$ cat config.mk
export PLATFORM = sky130hd
export DESIGN_NAME = burst_sched
export DESIGN_NICKNAME = d
export VERILOG_FILES = /design/src/rtl/burst_pkg.sv /design/src/rtl/rr_arbiter.sv /design/src/rtl/burst_sched.sv
export SDC_FILE = /design/constraint.sdc
export NUM_CORES = 1
export LEC_CHECK = 0
export CAP_MARGIN = 20
export CELL_PAD_IN_SITES_DETAIL_PLACEMENT = 1
export CELL_PAD_IN_SITES_GLOBAL_PLACEMENT = 2
export CORE_MARGIN = 1
export CORE_UTILIZATION = 42
export CTS_CLUSTER_DIAMETER = 40
export CTS_CLUSTER_SIZE = 14
export DETAILED_ROUTE_END_ITERATION = 10
export DONT_BUFFER_PORTS = 1
export MAX_ROUTING_LAYER = met4
export PLACE_DENSITY_LB_ADDON = 0.1
export SKIP_CTS_REPAIR_TIMING = 1
export SYNTH_ARGS = -nofsm -noshare
export SYNTH_HDL_FRONTEND = slang
export SYNTH_SLANG_ARGS = --single-unit
$ cat constraint.sdc
create_clock -name clk -period 7.35 [get_ports clk]
set_clock_uncertainty 0.2 [all_clocks]
set_input_delay 1.47 -clock clk [delete_from_list [all_inputs] [get_ports clk]]
set_output_delay 1.47 -clock clk [all_outputs]
set_load 0.02 [all_outputs]
$ cat src/rtl/burst_pkg.sv
// Shared types and latency helper for the burst scheduler and buffer users.
package burst_pkg;

  typedef enum logic [2:0] {
    S_IDLE      = 3'd0,
    S_CLEAR     = 3'd1,
    S_FILL      = 3'd2,
    S_WAIT_DONE = 3'd3,
    S_PRESENT   = 3'd4
  } sched_state_t;

  // ce cycles the buffer needs after clr before it reports burst_complete
  function automatic int fill_len(input int initial_latency, input int m);
    return initial_latency + m + 2;
  endfunction

endpackage

$ cat src/rtl/rr_arbiter.sv
// Combinational round-robin pick: search starts one past last_i and wraps.
module rr_arbiter #(
  parameter int N  = 4,
  parameter int IW = $clog2(N)
) (
  input  logic [N-1:0]  req_i,
  input  logic [IW-1:0] last_i,
  output logic [N-1:0]  grant_o,
  output logic [IW-1:0] idx_o
);

  int   cand_s;
  logic found_s;

  // first requester at or after last_i+1 (mod N) wins
  always_comb begin
    grant_o = '0;
    idx_o   = '0;
    found_s = 1'b0;
    cand_s  = 0;
    for (int i = 1; i <= N; i++) begin
      cand_s = int'(last_i) + i;
      cand_s = (cand_s >= N) ? (cand_s - N) : cand_s;
      if (!found_s && req_i[cand_s]) begin
        grant_o[cand_s] = 1'b1;
        idx_o           = IW'(cand_s);
        found_s         = 1'b1;
      end else begin
        found_s = found_s;
      end
    end
  end

endmodule

$ cat src/rtl/burst_sched.sv
// Round-robin scheduler that owns a shared burst_buffer's clr/ce and runs
// clear -> fill -> confirm -> present for each granted requester.
module burst_sched
  import burst_pkg::*;
#(
  parameter int N_REQ           = 4,
  parameter int INITIAL_LATENCY = 3,
  parameter int M               = 5,
  parameter int DONE_TIMEOUT    = 4
) (
  input  logic                     clk,
  input  logic                     clr_n,
  input  logic [N_REQ-1:0]         req,
  input  logic                     stall,
  output logic [N_REQ-1:0]         grant,
  output logic [$clog2(N_REQ)-1:0] grant_id,
  output logic                     bb_clr,
  output logic                     bb_ce,
  input  logic                     bb_burst_complete,
  output logic                     out_valid,
  input  logic                     out_ready,
  output logic                     busy,
  output logic                     err_timeout
);

  localparam int FILL_LEN = fill_len(INITIAL_LATENCY, M);
  localparam int IW       = $clog2(N_REQ);
  localparam int CW       = $clog2(FILL_LEN + 1);
  localparam int WW       = $clog2(DONE_TIMEOUT + 1);

  sched_state_t   state_q, state_d;
  logic [N_REQ-1:0] grant_q, grant_d;
  logic [IW-1:0]  grant_id_q, grant_id_d;
  logic [IW-1:0]  last_q, last_d;
  logic [CW-1:0]  cnt_q, cnt_d;
  logic [WW-1:0]  wait_q, wait_d;
  logic           err_q, err_d;

  logic [N_REQ-1:0] arb_grant_s;
  logic [IW-1:0]    arb_idx_s;

  rr_arbiter #(.N(N_REQ), .IW(IW)) u_arb (
    .req_i   (req),
    .last_i  (last_q),
    .grant_o (arb_grant_s),
    .idx_o   (arb_idx_s)
  );

  // state register; reset leaves last_q at N_REQ-1 so requester 0 wins first
  always_ff @(posedge clk or negedge clr_n) begin
    if (!clr_n) begin
      state_q    <= S_IDLE;
      grant_q    <= '0;
      grant_id_q <= '0;
      last_q     <= IW'(N_REQ - 1);
      cnt_q      <= '0;
      wait_q     <= '0;
      err_q      <= 1'b0;
    end else begin
      state_q    <= state_d;
      grant_q    <= grant_d;
      grant_id_q <= grant_id_d;
      last_q     <= last_d;
      cnt_q      <= cnt_d;
      wait_q     <= wait_d;
      err_q      <= err_d;
    end
  end

  // next-state and buffer control decode
  always_comb begin
    state_d    = state_q;
    grant_d    = grant_q;
    grant_id_d = grant_id_q;
    last_d     = last_q;
    cnt_d      = cnt_q;
    wait_d     = wait_q;
    err_d      = err_q;
    bb_clr     = 1'b0;
    bb_ce      = 1'b0;
    out_valid  = 1'b0;
    busy       = (state_q != S_IDLE);
    case (state_q)
      S_IDLE: begin
        if (|req) begin
          grant_d    = arb_grant_s;
          grant_id_d = arb_idx_s;
          state_d    = S_CLEAR;
        end else begin
          state_d = S_IDLE;
        end
      end
      S_CLEAR: begin
        bb_clr  = 1'b1;
        cnt_d   = '0;
        state_d = S_FILL;
      end
      S_FILL: begin
        bb_ce = ~stall;
        if (!stall) begin
          cnt_d = cnt_q + CW'(1);
          if (cnt_q == CW'(FILL_LEN - 1)) begin
            wait_d  = '0;
            state_d = S_WAIT_DONE;
          end else begin
            state_d = S_FILL;
          end
        end else begin
          state_d = S_FILL;
        end
      end
      S_WAIT_DONE: begin
        if (bb_burst_complete) begin
          state_d = S_PRESENT;
        end else if (wait_q == WW'(DONE_TIMEOUT - 1)) begin
          // give up on this burst but still rotate priority past it
          err_d      = 1'b1;
          grant_d    = '0;
          grant_id_d = '0;
          last_d     = grant_id_q;
          state_d    = S_IDLE;
        end else begin
          wait_d = wait_q + WW'(1);
        end
      end
      S_PRESENT: begin
        out_valid = 1'b1;
        if (out_ready) begin
          grant_d    = '0;
          grant_id_d = '0;
          last_d     = grant_id_q;
          state_d    = S_IDLE;
        end else begin
          state_d = S_PRESENT;
        end
      end
      default: begin
        grant_d    = '0;
        grant_id_d = '0;
        state_d    = S_IDLE;
      end
    endcase
  end

  assign grant       = grant_q;
  assign grant_id    = grant_id_q;
  assign err_timeout = err_q;

endmodule

### Floorplan with the power grid, run 1

Pins as bars on the die edge.
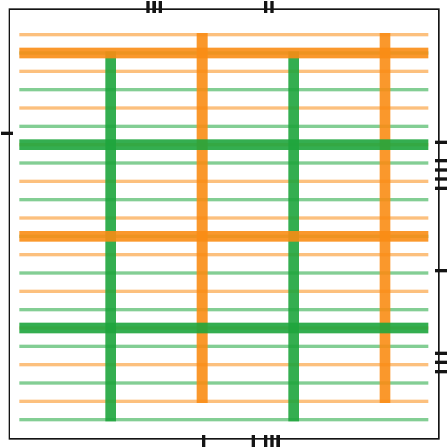
Key: VDD = orange; VSS = green
4 straps on met5. 4 straps on met4.

### Logic cells by family, run 1

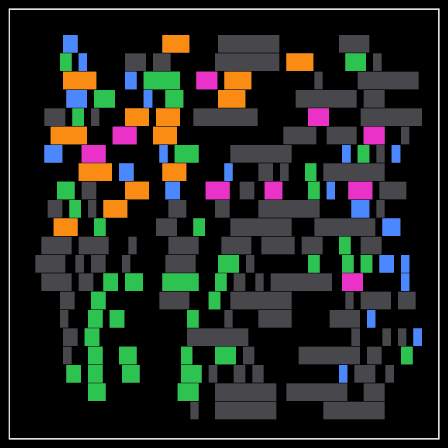
Key: nor cells = blue [cells 21]; non-inverting ao/oa cells = magenta [cells 9]; aoi and oai cells = green [cells 40, where spread over the die]; mux cells = orange [cells 14]
dominant logic cell type in the layout: sky130_fd_sc_hd__dfrtp_1
logic gate fraction of the total cell area: 61.4%
fin cells: 213

==> metrics.log, run 1 <==
[flow] final metrics
[metrics] status: completed
[metrics] worst rel slew slack: 30.9%
[metrics] crit-path max cell delay: approximately 0.25 ns
[metrics] max-slew violation total from the final report: 0
[metrics] setup-violating endpoint count in the final report: 0
[metrics] static leakage power: 0.665 nW
[metrics] met2 track demand over resource: approximately 37%
[metrics] yosys warning tally: 0
[metrics] met1 demand-to-capacity share in global routing: 23.3%
[metrics] Syn Std Cell Area: about 1600 sq um
[metrics] power drawn by the combinational cells: 0.385 mW
[metrics] hold crit path type: reg -> reg
[metrics] Hold Path Origin: wait_q[2]
[metrics] Non-clock buffer share: 0%
[metrics] most common flop cell mapped by yosys: sky130_fd_sc_hd__dfrtp_1
[metrics] endpoint of the lowest-slack register-to-register path: grant_id[1]
[metrics] number of cells in Yosys stat: 175
[metrics] FF-to-FF Start: last_q[0]
[metrics] count of buffers not belonging to the clock network in the layout: 0
[metrics] CTS Buffer Depth: 2
[metrics] total count of hold-check failures in the final report: 0
[metrics] via count: around 1.3k
[metrics] top-level I/O count: 20
[metrics] cells on worst reg2reg path: 6
[metrics] # DRC: 0
[metrics] Largest cells by area: sky130_fd_sc_hd__dfrtp_1 (27%), sky130_fd_sc_hd__ha_1 (9.4%), sky130_fd_sc_hd__mux2i_1 (4.4%)
[metrics] yosys adder share: a little under a tenth
[metrics] hold_ws: about 0.30 ns
[metrics] share of post-route cells with drive strength above 1: under 10%
[metrics] clock network fraction of total power: 10.0%
[metrics] GR met3 Demand/Resource: between 2 and 2.5%
[metrics] Final Wtd Congestion: around 0.76
[metrics] Cell Chain, Critical Path: nor2_1, nand3b_1, inv_1
[metrics] area leader, netlist: sky130_fd_sc_hd__dfrtp_1
[metrics] clock-cell share of area: under 10%
[metrics] violation tally from detailed-route iteration zero: 42
[metrics] setup repair after global routing missed its margin: no
[metrics] power in sequential cells: 0.250 mW
[metrics] area of the synthesized netlist per yosys stat: 1590 sq um
[metrics] power density over the cells: 436 nW/um^2
[metrics] stage-log warning count: 34
[metrics] number of diodes added for antenna fixing: 0
[metrics] uppermost layer routed: met4
[metrics] register clock-pin slew on the reported worst setup and hold paths: roughly 0.07 ns
[metrics] detailed-route wire length per cell: 17.7 um
[metrics] Taps Inserted: 46
[metrics] Detail Route met2 WL: 1940 um
[metrics] mean post-synth cell area: 9.08 sq um
[metrics] share of power burned in combinational logic: 54.6%
[metrics] wire length after detailed routing: 3760 um
[metrics] post-detail-place hpwl: 2890 um
[metrics] multi-input logic area: 993 sq um
[metrics] worst path arrival time: between 1.5 and 2 ns
[metrics] Total Negative Setup Slacks: 0 ns
[metrics] ratio of routed vias to standard cells: approximately 6
[metrics] asr flop ratio synth: 100%
[metrics] std cell rows: 21
[metrics] starting utilization of the core area: 45.8%
[metrics] final period demand of the worst path: approximately 3.6 ns
[metrics] wire length the detailed router placed on met1: 1680 um
[metrics] worst reg2reg setup slack: ~4 ns
[metrics] layout overhead on the synthesized area: 1.89%
[metrics] register area: 478 sq um
[metrics] dominant kind of combinational cell: AND-OR/OR-AND gates
[metrics] internal cell power: 0.364 mW
[metrics] number of input and output port buffers inserted: 0
[metrics] Overall Global Routing Usage: a little over a fifth
[metrics] Mux cell area share: 9.92%
[metrics] vias in the first global route: roughly 1.4k
[metrics] most used standard cell by instance count after synthesis: sky130_fd_sc_hd__dfrtp_1
[metrics] Reg power frac: 35.4%
[metrics] flop share of the area: between 20% and 30%
[metrics] number of buffers created by CTS: 3
[metrics] net switching power: 0.341 mW
[metrics] AO/OA Area Share: 22.4%
[metrics] most frequent cells in the layout: sky130_fd_sc_hd__dfrtp_1 (17), sky130_fd_sc_hd__o21ai_0 (14), sky130_fd_sc_hd__inv_1 (12), sky130_fd_sc_hd__nor2_1 (12), sky130_fd_sc_hd__ha_1 (12)
[metrics] Area-dominant class: multi-input combinational cells
[metrics] maximum number of pins on one net before global-route repair: 32
[metrics] startpoint type of the worst setup path: input port
[metrics] share of synthesized cell area in and, or, nand and nor gates: about a fifth
[metrics] global-route layer with the greatest usage: met2
[metrics] crit end category: output pin
[metrics] switching part of the total power: roughly 48%
[metrics] number of synthesized flops with an enable pin: 0
[metrics] routed wire length on met3: roughly 90 um
[metrics] Syn Inst Count: 175
[metrics] Post-layout nets: 189
[metrics] Distinct lib cells used: 47
[metrics] Latency at later pin: 0.25 ns
[metrics] number of nets still failing antenna checks after routing: 0
[metrics] depth of the worst hold-timing path: 1
[metrics] # placed instances: 209
[metrics] Tightest Pin Transition: between 1 and 1.5 ns
[metrics] top area contributor share: 26.8%
[metrics] area fraction in xor and xnor cells: 1.65%
[metrics] power group with the largest share: combinational cells
[metrics] die boundary width: 63.5 um
[metrics] maximum clock frequency: roughly 270 MHz
[metrics] worst voltage drop across the vdd grid: around 0.12 mV
[metrics] Pre-antenna DRT Iters: 4
[metrics] required time reported for the critical path endpoint: 5.68 ns
[metrics] number of logic gates: approximately 130
[metrics] DIE HEIGHT: 63.5 um
[metrics] clock root buffer: sky130_fd_sc_hd__clkbuf_8
[metrics] ratio of final minimum period to clock period: about half
[metrics] overflow left after global routing: 0
[metrics] synthesized netlist net count: 196
[metrics] placeable core area: between 3000 and 4000 sq um
[metrics] kind of critical path: in -> out
[metrics] antenna violations before repair: 0
[metrics] end point of the worst hold path: wait_q[2]
[metrics] global-route wire length before repair: about 6400 um
[metrics] Synthesized registers: 19
[metrics] DIE AREA: 4030 sq um
[metrics] TritonCTS clock tree: built
[metrics] CTS H-tree depth: 1
[metrics] count of maximum capacitance violations: 0
[metrics] cell types with the highest counts after synthesis: sky130_fd_sc_hd__dfrtp_1 (17), sky130_fd_sc_hd__o21ai_0 (14), sky130_fd_sc_hd__ha_1 (12), sky130_fd_sc_hd__inv_1 (12), sky130_fd_sc_hd__nor2_1 (12)
[metrics] count of non-CTS inverters in the layout: 12
[metrics] fillers: 434
[metrics] Synth Seq Share: 30.1%
[metrics] Slowest cell on crit path: sky130_fd_sc_hd__inv_1
[metrics] Max FO, Critical Path: 4
### Clock routing, run 1

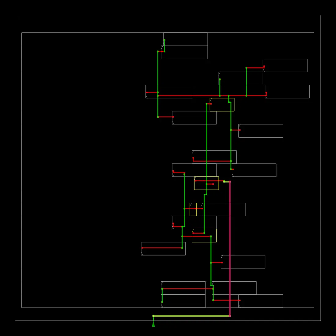
Clock Sink Count: 19
sequential cell count of the final layout: 19
clock group total power: 0.0702 mW
number of clock buffer instances in the layout: 4

-- run 1: through the flow --
stage	util [%]	cell area [sq um]	setup WS (ns)	total power, mW
6_report	46.7	1620	3.71	0.706
4_1_cts	46.7	1620	3.72	0.713
5_1_grt	46.7	1620	3.67	0.769
2_1_floorplan	-	1590	3.80	0.564
3_5_place_dp	45.4	1570	3.72	0.638
3_3_place_gp	45.4	1570	3.75	0.616
-- run 1: how the worst max path moves through the flow --
stage / end / start / slack, ns
global placement: bb_ce / stall / 3.75
global route: bb_ce / stall / 3.67
CTS: bb_ce / stall / 3.72
detailed placement: bb_ce / stall / 3.72
finish: bb_ce / stall / 3.71
floorplan: bb_ce / stall / 3.80
-- run 1: critical path: cells and delay by family --
| kind | cells | cell delay (ns) |
|---|---|---|
| simple gates | 2 | 0.25 |
| buf+inv | 1 | 0.25 |
### Cells coloured by class, run 1

Bar = 20 um. Fill, decap, tap and diode cells in grey.
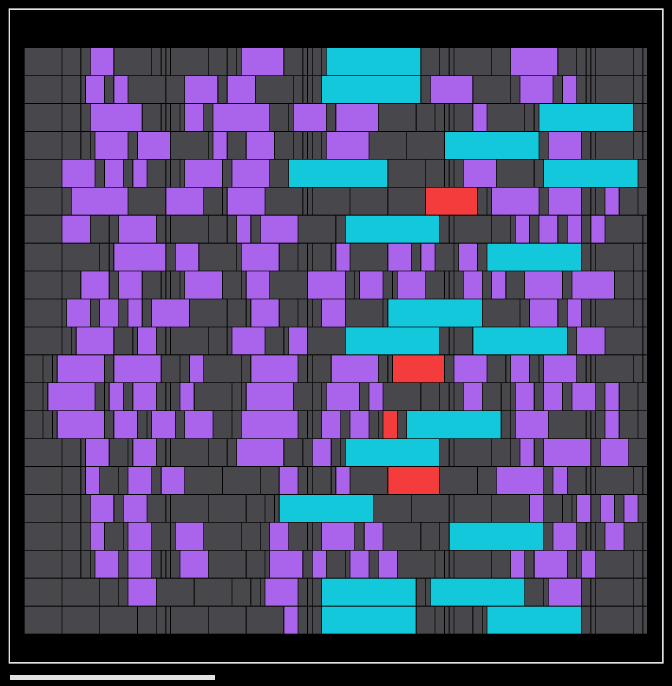

==> run 2, diff against run 1 <==
CORE_UTILIZATION = 35   (was 42)
clock period = 3.24 ns   (was 7.35 ns; I/O delays follow)
### Cells coloured by class, run 2

Bar = 20 um. Fill, decap, tap and diode cells in grey.
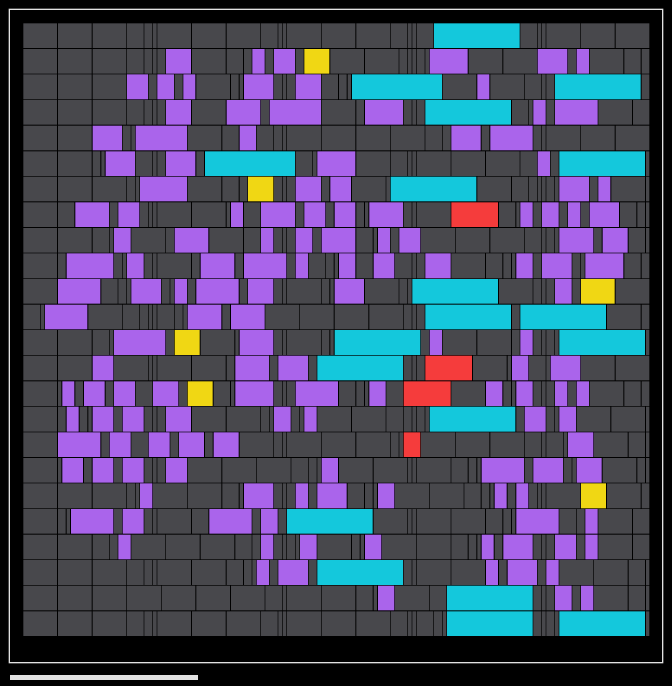
Key: remaining logic cells = purple [cells 144]; remaining buffers and delay cells = yellow [cells 6]; clock drivers and dummy loads = red [cells 4]; registers = cyan [cells 19]
core utilization of the finished layout: 38.5%
post-route cell area: 1680 sq um

### Where the registers sit, run 2

Other sequential cells in the stronger grey, the rest of the logic in the fainter grey.
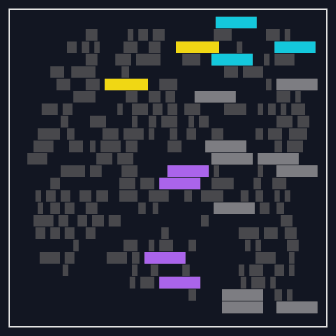
Key: wait_q = cyan [flops 3]; grant = purple [flops 4]; last_q = yellow [flops 2]
Another 10 sequential cells are not coloured.
flop share of the area: 28.5%
power in sequential cells: 0.489 mW
register area: 478 sq um

==> run 2 against run 1 <==
Compared with the run above: sequential share of layout area fell by 0.99 points; critical path depth increased by 4; sequential cell count unchanged; clock power grew 140%; largest cell class unchanged; count of clock-buffer cells in the layout decreased by 1; via count grew 1.8%; largest power group unchanged; critical endpoint is now grant[0].
==> metrics.log, run 2 <==
[flow] final metrics
[metrics] status: completed
[metrics] required time reported for the critical path endpoint: 3.15 ns (-2.53 ns)
[metrics] number of input and output port buffers inserted: 0 (unchanged)
[metrics] std cell rows: 24 (+14%)
[metrics] total count of hold-check failures in the final report: 0 (unchanged)
[metrics] Clock Sink Count: 19 (unchanged)
[metrics] crit-path max cell delay: 0.54 ns (+0.29 ns)
[metrics] register clock-pin slew on the reported worst setup and hold paths: 0.08 ns (about the same)
[metrics] delay-heaviest family, CP: AND-OR/OR-AND gates
[metrics] number of diodes added for antenna fixing: 0 (unchanged)
[metrics] global-route wire length before repair: 6960 um (+8.4%)
[metrics] TritonCTS clock tree: built
[metrics] asr flop ratio synth: 100% (unchanged)
[metrics] switching part of the total power: 48.1% (-0.25 points)
[metrics] area after detailed placement: 1620 sq um (+2.9%)
[metrics] number of clock buffer instances in the layout: 3 (-1)
[metrics] setup-violating endpoint count in the final report: 0 (unchanged)
[metrics] count of maximum capacitance violations: 0 (unchanged)
[metrics] logic gate fraction of the total cell area: 59.3% (-2.1 points)
[metrics] most used standard cell by instance count after synthesis: sky130_fd_sc_hd__dfrtp_1
[metrics] dominant kind of combinational cell: AND-OR/OR-AND gates
[metrics] clock root buffer: sky130_fd_sc_hd__clkbuf_8
[metrics] yosys warning tally: 0 (unchanged)
[metrics] Slowest cell on crit path: sky130_fd_sc_hd__dfstp_2
[metrics] Taps Inserted: 52 (+13%)
[metrics] Distinct lib cells used: 47 (unchanged)
[metrics] die boundary width: 69.4 um (+9.2%)
[metrics] maximum number of pins on one net before global-route repair: 31 (-3.1%)
[metrics] GR met3 Demand/Resource: 1.74% (-0.43 points)
[metrics] area fraction in xor and xnor cells: 1.65% (unchanged)
[metrics] number of nets still failing antenna checks after routing: 0 (unchanged)
[metrics] share of post-route cells with drive strength above 1: 12.7% (+3.1 points)
[metrics] sequential cell count of the final layout: 19 (unchanged)
[metrics] Reg power frac: 29.5% (-5.9 points)
[metrics] met1 demand-to-capacity share in global routing: 21.9% (-1.5 points)
[metrics] CTS H-tree depth: 1 (unchanged)
[metrics] ratio of routed vias to standard cells: 5.80 (-3.6%)
[metrics] top area contributor share: 26.8% (unchanged)
[metrics] Syn Std Cell Area: 1590 sq um (unchanged)
[metrics] number of synthesized flops with an enable pin: 0 (unchanged)
[metrics] clock network fraction of total power: 10.1% (about the same)
[metrics] cell types with the highest counts after synthesis: sky130_fd_sc_hd__dfrtp_1 (17), sky130_fd_sc_hd__o21ai_0 (14), sky130_fd_sc_hd__ha_1 (12), sky130_fd_sc_hd__inv_1 (12), sky130_fd_sc_hd__nor2_1 (12)
[metrics] Worst setup startpoint: last_q[1]
[metrics] crit end category: flop
[metrics] fillers: 512 (+18%)
[metrics] hold crit path type: in -> async
[metrics] final period demand of the worst path: 2.53 ns
[metrics] Area-dominant class: multi-input combinational cells
[metrics] maximum clock frequency: approximately 400 MHz
[metrics] multi-input logic area: 993 sq um (unchanged)
[metrics] area of the synthesized netlist per yosys stat: 1590 sq um (unchanged)
[metrics] uppermost layer routed: met4
[metrics] Tightest Pin Transition: 0.788 ns (-0.247 ns)
[metrics] hold_ws: 0.0238 ns (-0.272 ns)
[metrics] mean post-synth cell area: 9.08 sq um (unchanged)
[metrics] post-detail-place hpwl: 3070 um (+5.9%)
[metrics] starting utilization of the core area: 36.5% (-9.3 points)
[metrics] Latency at later pin: 0.26 ns (about the same)
[metrics] stage-log warning count: 34 (unchanged)
[metrics] number of buffers created by CTS: 3 (unchanged)
[metrics] synthesized netlist net count: 196 (unchanged)
[metrics] worst voltage drop across the vdd grid: 0.265 mV (+110%)
[metrics] wire length after detailed routing: 4060 um (+8.1%)
[metrics] met2 track demand over resource: 32.0% (-4.9 points)
[metrics] Mux cell area share: 9.92% (unchanged)
[metrics] via count: 1305 (+1.8%)
[metrics] dominant logic cell type in the layout: sky130_fd_sc_hd__dfrtp_1
[metrics] top-level I/O count: 20 (unchanged)
[metrics] Synthesized registers: 19 (unchanged)
[metrics] yosys adder share: 9.45% (unchanged)
[metrics] startpoint type of the worst setup path: flop
[metrics] Post-layout nets: 195 (+3.2%)
[metrics] area leader, netlist: sky130_fd_sc_hd__dfrtp_1
[metrics] Pre-antenna DRT Iters: 4 (unchanged)
[metrics] number of logic gates: 132 (unchanged)
[metrics] Overall Global Routing Usage: 18.1% (-2.7 points)
[metrics] placeable core area: 4350 sq um (+26%)
[metrics] overflow left after global routing: 0 (unchanged)
[metrics] DIE AREA: 4810 sq um (+19%)
[metrics] power density over the cells: 990 nW/um^2 (+130%)
[metrics] FF-to-FF Start: last_q[1]
[metrics] CTS Buffer Depth: 2 (unchanged)
[metrics] share of synthesized cell area in and, or, nand and nor gates: 19.1% (unchanged)
[metrics] ratio of final minimum period to clock period: 78.1%
[metrics] count of non-CTS inverters in the layout: 12 (unchanged)
[metrics] Final Wtd Congestion: 0.924 (+21%)
[metrics] worst rel slew slack: 47.3% (+16 points)
[metrics] internal cell power: 0.860 mW (+140%)
[metrics] most frequent cells in the layout: sky130_fd_sc_hd__dfrtp_1 (17), sky130_fd_sc_hd__o21ai_0 (14), sky130_fd_sc_hd__inv_1 (12), sky130_fd_sc_hd__nor2_1 (12), sky130_fd_sc_hd__ha_1 (12)
[metrics] Largest cells by area: sky130_fd_sc_hd__dfrtp_1 (27%), sky130_fd_sc_hd__ha_1 (9.4%), sky130_fd_sc_hd__mux2i_1 (4.4%)
[metrics] antenna violations before repair: 0 (unchanged)
[metrics] net switching power: 0.799 mW (+130%)
[metrics] most common flop cell mapped by yosys: sky130_fd_sc_hd__dfrtp_1
[metrics] vias in the first global route: 1366 (+0.74%)
[metrics] share of power burned in combinational logic: 60.5% (+5.9 points)
[metrics] Detail Route met2 WL: 2080 um (+7.5%)
[metrics] Total Negative Setup Slacks: 0 ns (unchanged)
[metrics] routed wire length on met3: 83 um (-9.8%)
[metrics] wire length the detailed router placed on met1: 1850 um (+10%)
[metrics] static leakage power: 0.697 nW (+4.8%)
[metrics] # DRC: 0 (unchanged)
[metrics] crit path buf inv count: 2 (+1)
[metrics] Synth Seq Share: 30.1% (unchanged)
[metrics] crit path setup slack, layout: 0.709 ns (-3.00 ns)
[metrics] setup repair after global routing missed its margin: no
[metrics] number of cells in Yosys stat: 175 (unchanged)
[metrics] detailed-route wire length per cell: 18.1 um (+2.3%)
[metrics] violation tally from detailed-route iteration zero: 43 (+2.4%)
[metrics] kind of critical path: reg -> reg
[run 2: final timing paths]
path                       depth (start not counted)         to  slack (ns)
setup / recovery                                   7   grant[0]        0.71
hold / removal                                     0  last_q[0]        0.02
setup reg to reg                                   7   grant[0]        0.71
hold reg to reg                                    1  wait_q[2]        0.30
max in group asynchronous                          1   cnt_q[3]        1.64
min in group clk                                   1  wait_q[2]        0.30
[run 2: power groups by stage]
stage | Clock [mW] | Sequential, mW | Combinational (mW)
2_1_floorplan | 0 | 0.452 | 0.827
3_3_place_gp | 0 | 0.487 | 0.982
3_5_place_dp | 0 | 0.495 | 1.00
4_1_cts | 0.173 | 0.492 | 1.01
5_1_grt | 0.179 | 0.510 | 1.12
6_report | 0.167 | 0.489 | 1.00
Power and IR drop assume default switching activity.
